**config.mk**
```make
export PLATFORM = sky130hd
export DESIGN_NAME = teclado_matriz_fifo
export DESIGN_NICKNAME = d
export VERILOG_FILES = /design/src/rtl/teclado_matriz_fifo.sv
export SDC_FILE = /design/constraint.sdc
export NUM_CORES = 1
export LEC_CHECK = 0
export ABC_AREA = 1
export CORE_AREA = 3 3 82 84
export CTS_CLUSTER_DIAMETER = 120
export DETAILED_ROUTE_END_ITERATION = 16
export DIE_AREA = 0 0 85 87
export PLACE_DENSITY = 0.85
export SYNTH_ARGS = -nofsm -noshare
export SYNTH_HDL_FRONTEND = slang
export SYNTH_SLANG_ARGS = --single-unit
```
**constraint.sdc**
```tcl
create_clock -name clk -period 3.5 [get_ports clk]
set_clock_uncertainty 0.2 [all_clocks]
set_input_delay 1.05 -clock clk [delete_from_list [all_inputs] [get_ports clk]]
set_output_delay 1.05 -clock clk [all_outputs]
set_load 0.01 [all_outputs]
```
**src/rtl/teclado_matriz_fifo.sv**
```systemverilog
// Matrix-keypad scanner with frame-level debounce and a registered-head event FIFO.
// Define KEYPAD_REPEAT_EN to re-push a held key (REPEAT_DELAY / REPEAT_RATE frames).
module teclado_matriz_fifo #(
    parameter int N_ROWS          = 4,
    parameter int N_COLS          = 4,
    parameter int CICLOS_SCAN     = 1000,
    parameter int DEBOUNCE_FRAMES = 4,
    parameter int FIFO_DEPTH      = 4,
`ifdef KEYPAD_REPEAT_EN
    parameter int REPEAT_DELAY    = 50,
    parameter int REPEAT_RATE     = 10,
`endif
    localparam int CODE_W = $clog2(N_ROWS*N_COLS)
) (
    input  logic              clk,
    input  logic              rst,
    input  logic [N_COLS-1:0] column,
    output logic [N_ROWS-1:0] row,
    output logic [CODE_W-1:0] key_code,
    output logic              key_valid,
    input  logic              key_ready,
    output logic              multi_key,
    output logic              overflow
);

    localparam int ROW_W  = (N_ROWS > 1) ? $clog2(N_ROWS) : 1;
    localparam int COL_W  = (N_COLS > 1) ? $clog2(N_COLS) : 1;
    localparam int CNT_W  = $clog2(CICLOS_SCAN);
    localparam int DB_W   = $clog2(DEBOUNCE_FRAMES + 1);
    localparam int PTR_W  = $clog2(FIFO_DEPTH);
    localparam int FCNT_W = $clog2(FIFO_DEPTH + 1);

    typedef enum logic {ST_SCAN, ST_EVAL} state_t;

    logic [N_COLS-1:0] r_col_meta, r_col_sync;
    state_t            r_state;
    logic [ROW_W-1:0]  r_row_idx;
    logic [CNT_W-1:0]  r_cyc_cnt;
    logic [N_ROWS-1:0] r_row;
    logic [1:0]        r_hits;
    logic [CODE_W-1:0] r_hit_code;
    logic              r_cand_none, r_acc_none, r_multi;
    logic [CODE_W-1:0] r_cand_code, r_acc_code;
    logic [DB_W-1:0]   r_db_cnt;

    logic [1:0]        w_row_cnt, w_hits_sat;
    logic [2:0]        w_hits_sum;
    logic [COL_W-1:0]  w_row_col;
    logic [CODE_W-1:0] w_row_code;
    logic              w_last_cyc, w_last_row;
    logic              w_multi, w_cand_none, w_same, w_is_acc, w_accept, w_repeat, w_push;
    logic [DB_W-1:0]   w_db_next;

    always_ff @(posedge clk or negedge rst) begin
        if (!rst) begin
            r_col_meta <= '1;
            r_col_sync <= '1;
        end else begin
            // NOTE: non-blocking assignments so both flops sample the pre-edge values.
            r_col_meta <= column;
            r_col_sync <= r_col_meta;
        end
    end

    // NOTE: every combinational output gets a default first, so no latch is inferred.
    always_comb begin
        w_row_cnt = '0;
        w_row_col = '0;
        for (int c = 0; c < N_COLS; c++) begin
            if (!r_col_sync[c]) begin
                if (w_row_cnt == 2'd0) w_row_col = COL_W'(c);
                if (w_row_cnt != 2'd2) w_row_cnt = w_row_cnt + 2'd1;
            end
        end
    end

    assign w_row_code = CODE_W'(int'(r_row_idx) * N_COLS + int'(w_row_col));
    assign w_hits_sum = {1'b0, r_hits} + {1'b0, w_row_cnt};
    assign w_hits_sat = (w_hits_sum > 3'd1) ? 2'd2 : w_hits_sum[1:0];
    assign w_last_cyc = (r_cyc_cnt == CNT_W'(CICLOS_SCAN - 1));
    assign w_last_row = (r_row_idx == ROW_W'(N_ROWS - 1));

    // Frame verdict: multi-contact frames never match a candidate and restart the debounce.
    assign w_multi     = (r_hits == 2'd2);
    assign w_cand_none = (r_hits != 2'd1);
    assign w_same      = (w_cand_none == r_cand_none) && (w_cand_none || r_hit_code == r_cand_code);
    assign w_is_acc    = (w_cand_none == r_acc_none) && (w_cand_none || r_hit_code == r_acc_code);
    assign w_db_next   = w_multi ? '0 :
                         !w_same ? DB_W'(1) :
                         (r_db_cnt == DB_W'(DEBOUNCE_FRAMES)) ? r_db_cnt : r_db_cnt + DB_W'(1);
    assign w_accept    = (r_state == ST_EVAL) && !w_multi && !w_is_acc &&
                         (w_db_next == DB_W'(DEBOUNCE_FRAMES));
    assign w_push      = (w_accept && !w_cand_none) || w_repeat;

`ifdef KEYPAD_REPEAT_EN
    localparam int REP_MAX = (REPEAT_DELAY > REPEAT_RATE) ? REPEAT_DELAY : REPEAT_RATE;
    localparam int REP_W   = $clog2(REP_MAX + 1);

    logic [REP_W-1:0] r_rep_cnt, w_rep_next;
    logic             r_rep_first, w_held;

    assign w_held     = (r_state == ST_EVAL) && !w_cand_none && w_is_acc;
    assign w_rep_next = r_rep_cnt + REP_W'(1);
    assign w_repeat   = w_held &&
                        (w_rep_next == (r_rep_first ? REP_W'(REPEAT_DELAY) : REP_W'(REPEAT_RATE)));

    always_ff @(posedge clk or negedge rst) begin
        if (!rst) begin
            r_rep_cnt   <= '0;
            r_rep_first <= 1'b1;
        end else if (r_state == ST_EVAL) begin
            if (!w_held) begin
                r_rep_cnt   <= '0;
                r_rep_first <= 1'b1;
            end else if (w_repeat) begin
                r_rep_cnt   <= '0;
                r_rep_first <= 1'b0;
            end else begin
                r_rep_cnt   <= w_rep_next;
            end
        end
    end
`else
    assign w_repeat = 1'b0;
`endif

    always_ff @(posedge clk or negedge rst) begin
        if (!rst) begin
            r_state     <= ST_SCAN;
            r_row_idx   <= '0;
            r_cyc_cnt   <= '0;
            r_row       <= '1;
            r_hits      <= '0;
            r_hit_code  <= '0;
            r_cand_none <= 1'b1;
            r_cand_code <= '0;
            r_db_cnt    <= '0;
            r_acc_none  <= 1'b1;
            r_acc_code  <= '0;
            r_multi     <= 1'b0;
        end else begin
            case (r_state)
                ST_SCAN: begin
                    r_row <= ~(N_ROWS'(1) << r_row_idx);
                    if (w_last_cyc) begin
                        r_cyc_cnt <= '0;
                        r_hits    <= w_hits_sat;
                        if (r_hits == 2'd0 && w_row_cnt == 2'd1) r_hit_code <= w_row_code;
                        if (w_last_row) begin
                            r_state   <= ST_EVAL;
                            r_row_idx <= '0;
                            r_row     <= '1;
                        end else begin
                            r_row_idx <= r_row_idx + ROW_W'(1);
                            r_row     <= ~(N_ROWS'(1) << (r_row_idx + ROW_W'(1)));
                        end
                    end else begin
                        r_cyc_cnt <= r_cyc_cnt + CNT_W'(1);
                    end
                end
                ST_EVAL: begin
                    r_state     <= ST_SCAN;
                    r_row       <= ~N_ROWS'(1);
                    r_hits      <= '0;
                    r_multi     <= w_multi;
                    r_db_cnt    <= w_db_next;
                    r_cand_none <= w_cand_none;
                    r_cand_code <= r_hit_code;
                    if (w_accept) begin
                        r_acc_none <= w_cand_none;
                        r_acc_code <= r_hit_code;
                    end
                end
                default: r_state <= ST_SCAN;
            endcase
        end
    end

    logic [CODE_W-1:0] r_mem [FIFO_DEPTH];
    logic [PTR_W-1:0]  r_wr_ptr, r_rd_ptr, w_next_rd;
    logic [FCNT_W-1:0] r_count, w_cnt_after_pop, w_next_count;
    logic [CODE_W-1:0] r_key_code, w_head;
    logic              r_key_valid, r_overflow, w_pop, w_full, w_push_ok;

    // A pop frees the slot in the same cycle, so a push onto a full FIFO with a pop is kept.
    assign w_pop           = r_key_valid && key_ready;
    assign w_full          = (r_count == FCNT_W'(FIFO_DEPTH));
    assign w_push_ok       = w_push && (!w_full || w_pop);
    assign w_cnt_after_pop = r_count - FCNT_W'(w_pop);
    assign w_next_count    = w_cnt_after_pop + FCNT_W'(w_push_ok);
    assign w_next_rd       = r_rd_ptr + PTR_W'(w_pop);
    assign w_head          = (w_cnt_after_pop == '0) ? r_hit_code : r_mem[w_next_rd];

    // NOTE: storage is not reset; only pointers and count define what is valid.
    always_ff @(posedge clk) begin
        if (w_push_ok) r_mem[r_wr_ptr] <= r_hit_code;
    end

    always_ff @(posedge clk or negedge rst) begin
        if (!rst) begin
            r_wr_ptr    <= '0;
            r_rd_ptr    <= '0;
            r_count     <= '0;
            r_key_valid <= 1'b0;
            r_key_code  <= '0;
            r_overflow  <= 1'b0;
        end else begin
            if (w_push_ok) r_wr_ptr <= r_wr_ptr + PTR_W'(1);
            r_rd_ptr    <= w_next_rd;
            r_count     <= w_next_count;
            r_key_valid <= (w_next_count != '0);
            if (w_next_count != '0) r_key_code <= w_head;
            if (w_push && !w_push_ok) r_overflow <= 1'b1;
        end
    end

    assign row       = r_row;
    assign key_code  = r_key_code;
    assign key_valid = r_key_valid;
    assign multi_key = r_multi;
    assign overflow  = r_overflow;

endmodule
```
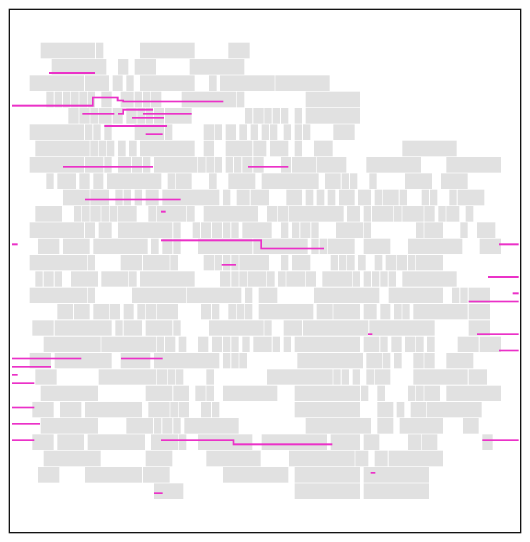
Run 1: met3 routing
Drawn at 6 px/um. Cells faint in the background.
wire length on this layer	251 um
main direction	horizontal
met3 Resource Use GR: 0.0473
vias: 2453
final wirelength: 6.32 mm

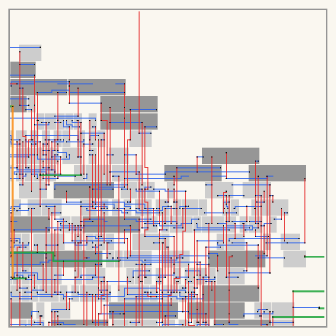
Run 1: a small window of the routed layout
Region (35, 37) to (85, 87) um. Cells in gray, sequential cells in the stronger gray; small squares are vias.
color	layer
orange	met4
red	met2
green	met3
blue	met1
sequential cells in the window	16
most frequent	nand2_1 (26), inv_1 (24), dfrtp_1 (14)
cells with their middle in the window	130
netlist names of flops here include	r_count (3), r_acc_code (2), r_cand_code (2)

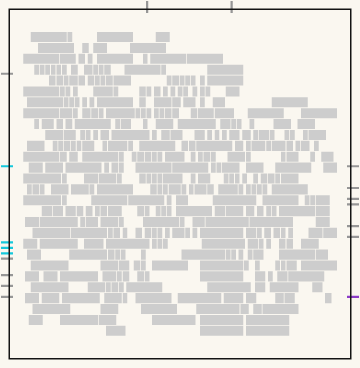
Run 1: I/O pins on the die edge
Drawn at 4 px/um. Pins as bars across the die edge, other pins in gray.
color	port	pins	direction	edge
purple	rst	1	input	right
cyan	row	4	output	left
all pins by edge	9 left, 7 right, 2 top

-- run 1: stage by stage --
stage	setup WS [ps]	hold WS, ps	util	cells
2_1_floorplan	579	145	-	361
3_3_place_gp	43.6	145	0.640	455
3_5_place_dp	-47.3	147	0.640	455
4_1_cts	303	158	0.673	471
5_1_grt	122	155	0.673	471
6_report	287	157	0.673	471
-- run 1: metal layers --
metal / wire, um / vias to the layer above / share of wire
met3: 251 / 10 / 0.040
met4: 110 / 0 / 0.017
met1: 2640 / 1155 / 0.42
li1: - / 1242 / -
met2: 3320 / 46 / 0.53
met5: 0 / - / 0
-- run 1: sequential cells by signal, summed over array words and instances, names as in the netlist --
register and count:
overflow 1, r_count 3, r_cand_code 4, r_row_idx 2, r_db_cnt 3, r_cyc_cnt 10, r_col_meta 4, r_acc_none 1
key_code 4, r_col_sync 4, r_rd_ptr 2, r_wr_ptr 2, r_acc_code 4, r_cand_none 1, key_valid 1, r_state 1
r_hit_code 4, row 4, r_mem 16, r_hits 2, multi_key 1
-- run 1: synth_stat cells --
cell type  count
edfxtp_1      16
buf_6          1
a22oi_1        3
buf_2          1
dfstp_2       14
nor2_4         1
nand2_2        1
o22ai_1        2
nand2_1       60
o21ai_1        5
a21oi_2        2
a22o_1         1
inv_1         50
inv_2          7
nor3_2         2
fa_1           1
nand4_1        4
ha_1          24
a31oi_1        1
o21a_1         1
a32o_1         1
mux2i_1        1
clkbuf_1       2
o21bai_1       1
nand4_2        1
o211ai_1       4
o221a_2        1
o21ai_0       19
or2_2          4
nand3_2        2
nor3_1         2
a21oi_1       12
o31ai_1        4
xor2_1         5
nand3_1       13
nor2_1        40
xnor2_1        5
dfrtp_1       44
nor4_1         2
a21o_1         1
==> flow_summary.ini, run 1 <==
; yosys + openroad results
[cts]
cts_sinks = 74
root_buffer = clkbuf_8
ctsHoldBuffers = 0
path_clk_slew_ps = 80
post_cts_buffers = 0
clk_latency_ps = 340
cts_tree = built
cts_buffers = 9

[timing]
timing.fmax_mhz = 311
rsz0062_at_grt = false
setup_viol = 0
period_used_share = 0.918
final_max_slew_viol_count = 0
tns_ps = 0
hold_viol = 0

[cells_and_area]
flop_area_mm2 = 0.00195
syn_to_final_growth_pct = 13.9
clk_share = 0.0496
mi_logic_area_mm2 = 0.00135
final_layout_size_suffix_gt1_frac = 0.144
sh_comb_area = 0.335
seq_share = 0.483
n_antenna_cell = 0
clkbuf_count = 9
fillCellCount = 450

[global_route]
grt_use_met1 = 0.224
antenna_found_initial = 0

[yosys]
yosys.area_share.adder = 0.0905
logic_family = simple AND/OR/NAND/NOR gates
avgSynthCellArea_um2 = 9.81
ys_ff = 74
area_leaders = dfrtp_1 (31%), edfxtp_1 (14%), dfstp_2 (10%)
ys_types = 40
aoi_share = 0.0993
synth_seq_share = 0.551
synth_chip_area_mm2 = 0.00354
ys_sh_xor = 0.0247
syn_inst = 361

[detailed_routing]
dr.pass1.iters = 4
drt_iter0_markers = 143
drc = 0
vias_per_cell = 5.21
wire_per_inst_um = 13.4

[floorplan]
fp.dieH_um = 87
io_pins = 18
taps = 75
core_mm2 = 0.00599
rows = 28

[place]
gp_congestion = 0.852
hpwlAfterDp_mm = 4.59
portBuffers = 17
dpl_cell_area_mm2 = 0.00383

[power]
power_clock_uw = 659
power-per-cell-area_mw_per_mm2 = 519
switching_share = 0.295
power_leader = registers
p_leak_uw = 0.00191
p_seq_uw = 965
intPower_uw = 1470
p_sw_uw = 617
irDropWorstVdd_uv = 399
p_comb_uw = 468

[run]
warnings = 38

[worst_setup_path]
critPathKind = input port to flip-flop
cp.arrival_ps = 3250
cpPeakStageDelay_ps = 400
endpoint = key_code[3]$_DFFE_PN0P_
r2r_setup_slack_ps = 560
slowest_stage = clkdlybuf4s50_1

[hold_path]
holdCritPathClass = flip-flop to flip-flop
hp-start = r_col_meta[1]$_DFF_PN1_
hold_path_depth = 0

[status]
status = complete, no violations
--- run 2 (diff from run 1) ---
RECOVER_POWER = 50   (was unset)
==> flow_summary.ini, run 2 <==
; yosys + openroad results
[yosys]
syn_inst = 361
top_cells_by_count = nand2_1 (60), inv_1 (50), dfrtp_1 (44), nor2_1 (40), ha_1 (24)
avgSynthCellArea_um2 = 9.81
ff_type = dfrtp_1
async_reset_ff_frac = 0.784
ys_ff = 74
edf_count = 16
synth_chip_area_mm2 = 0.00354
ys_types = 40

[timing]
holdWs_ps = 158
period_used_share = 0.917
timing.fmax_mhz = 311
hold_viol = 0
tns_ps = 0
final_max_slew_viol_count = 0

[power]
power-per-cell-area_mw_per_mm2 = 521
p_sw_uw = 619
intPower_uw = 1470
switching_share = 0.296

[status]
status = complete, no violations

[floorplan]
fp.dieH_um = 87
rows = 28
core_mm2 = 0.00599
io_pins = 18

[detailed_routing]
wire_per_inst_um = 13.5
vias_per_cell = 5.23
drc = 0
wl_met3_um = 256
wl_met2_mm = 3.31
wl_met1_mm = 2.67
drt_iter0_markers = 148
drt-total-wl_mm = 6.35

[cts]
ctsHoldBuffers = 0
path_clk_slew_ps = 80
cts_tree = built
post_cts_buffers = 0
clk_latency_ps = 340

[place]
dpl_cell_area_mm2 = 0.00383
place_ws_ps = -47.3
gp_congestion = 0.852
portBuffers = 17

[worst_setup_path]
critPathKind = input port to flip-flop
cpPeakStageDelay_ps = 400
r2r_setup_slack_ps = 520
endpoint = key_code[3]$_DFFE_PN0P_
slowest_stage = clkdlybuf4s50_1

[cells_and_area]
final_layout_size_suffix_gt1_frac = 0.136
largest_reg_flops = 16
stdcell_count = 471
n_antenna_cell = 0
largest-register = r_mem
top_regs = r_mem: 16 flops, r_cyc_cnt: 10 flops

[global_route]
antenna_found_initial = 0
grt_use_met1 = 0.224
use_met3 = 0.0473

[hold_path]
holdCritPathClass = flip-flop to flip-flop
## run 2: power groups by stage
| stage | clock network [uW] | logic (uW) | registers, uW |
|---|---|---|---|
| final | 661 | 464 | 965 |
| after global placement | 0 | 451 | 981 |
| after global routing | 720 | 535 | 975 |
| after floorplan | 0 | 314 | 986 |
| after detailed placement | 0 | 470 | 984 |
| after CTS | 677 | 472 | 967 |
## run 2: worst min-delay path by stage
stage | startpoint | end | slack (ps) | depth (start not counted)
2_1_floorplan | r_col_meta[0]$_DFF_PN1_ | r_col_sync[0]$_DFF_PN1_ | 150 | 0
3_3_place_gp | r_col_meta[1]$_DFF_PN1_ | r_col_sync[1]$_DFF_PN1_ | 150 | 0
3_5_place_dp | r_col_meta[3]$_DFF_PN1_ | r_col_sync[3]$_DFF_PN1_ | 150 | 0
4_1_cts | r_col_meta[1]$_DFF_PN1_ | r_col_sync[1]$_DFF_PN1_ | 160 | 0
5_1_grt | r_col_meta[1]$_DFF_PN1_ | r_col_sync[1]$_DFF_PN1_ | 160 | 0
6_report | r_col_meta[0]$_DFF_PN1_ | r_col_sync[0]$_DFF_PN1_ | 160 | 0
## run 2: final cells by class
| type | instances | area [um^2] |
|---|---|---|
| fill | 452 | 1980 |
| sequential | 74 | 1950 |
| multi-input combinational | 226 | 1350 |
| inverter | 57 | 214 |
| timing repair buffer | 23 | 203 |
| clock buffer | 9 | 124 |
| tap | 75 | 93.8 |
| clock inverter | 7 | 76.3 |
## run 2: cells by family (layout without fill, tap and decap cells)
group,after synthesis,after routing,share of synthesized area
mux,1,1,0.00283
xor+xnor,10,10,0.0247
fa+ha+maj,25,25,0.0905
buf+inv,61,96,0.0672
flops,74,74,0.551
compound gates,58,58,0.0993
simple gates,132,132,0.165
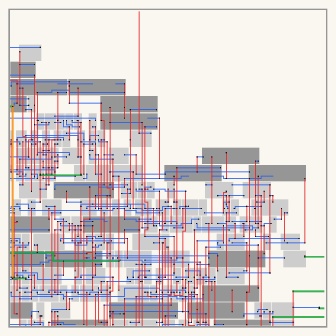
Run 2: a small window of the routed layout
Region (35, 37) to (85, 87) um. Cells in gray, sequential cells in the stronger gray; small squares are vias.
color	layer
green	met3
orange	met4
blue	met1
red	met2
sequential cells in the window	16
most frequent	nand2_1 (27), inv_1 (24), dfrtp_1 (14)
cells with their middle in the window	130
netlist names of flops here include	r_count (3), r_acc_code (2), r_cand_code (2)

Power and IR drop assume default switching activity.
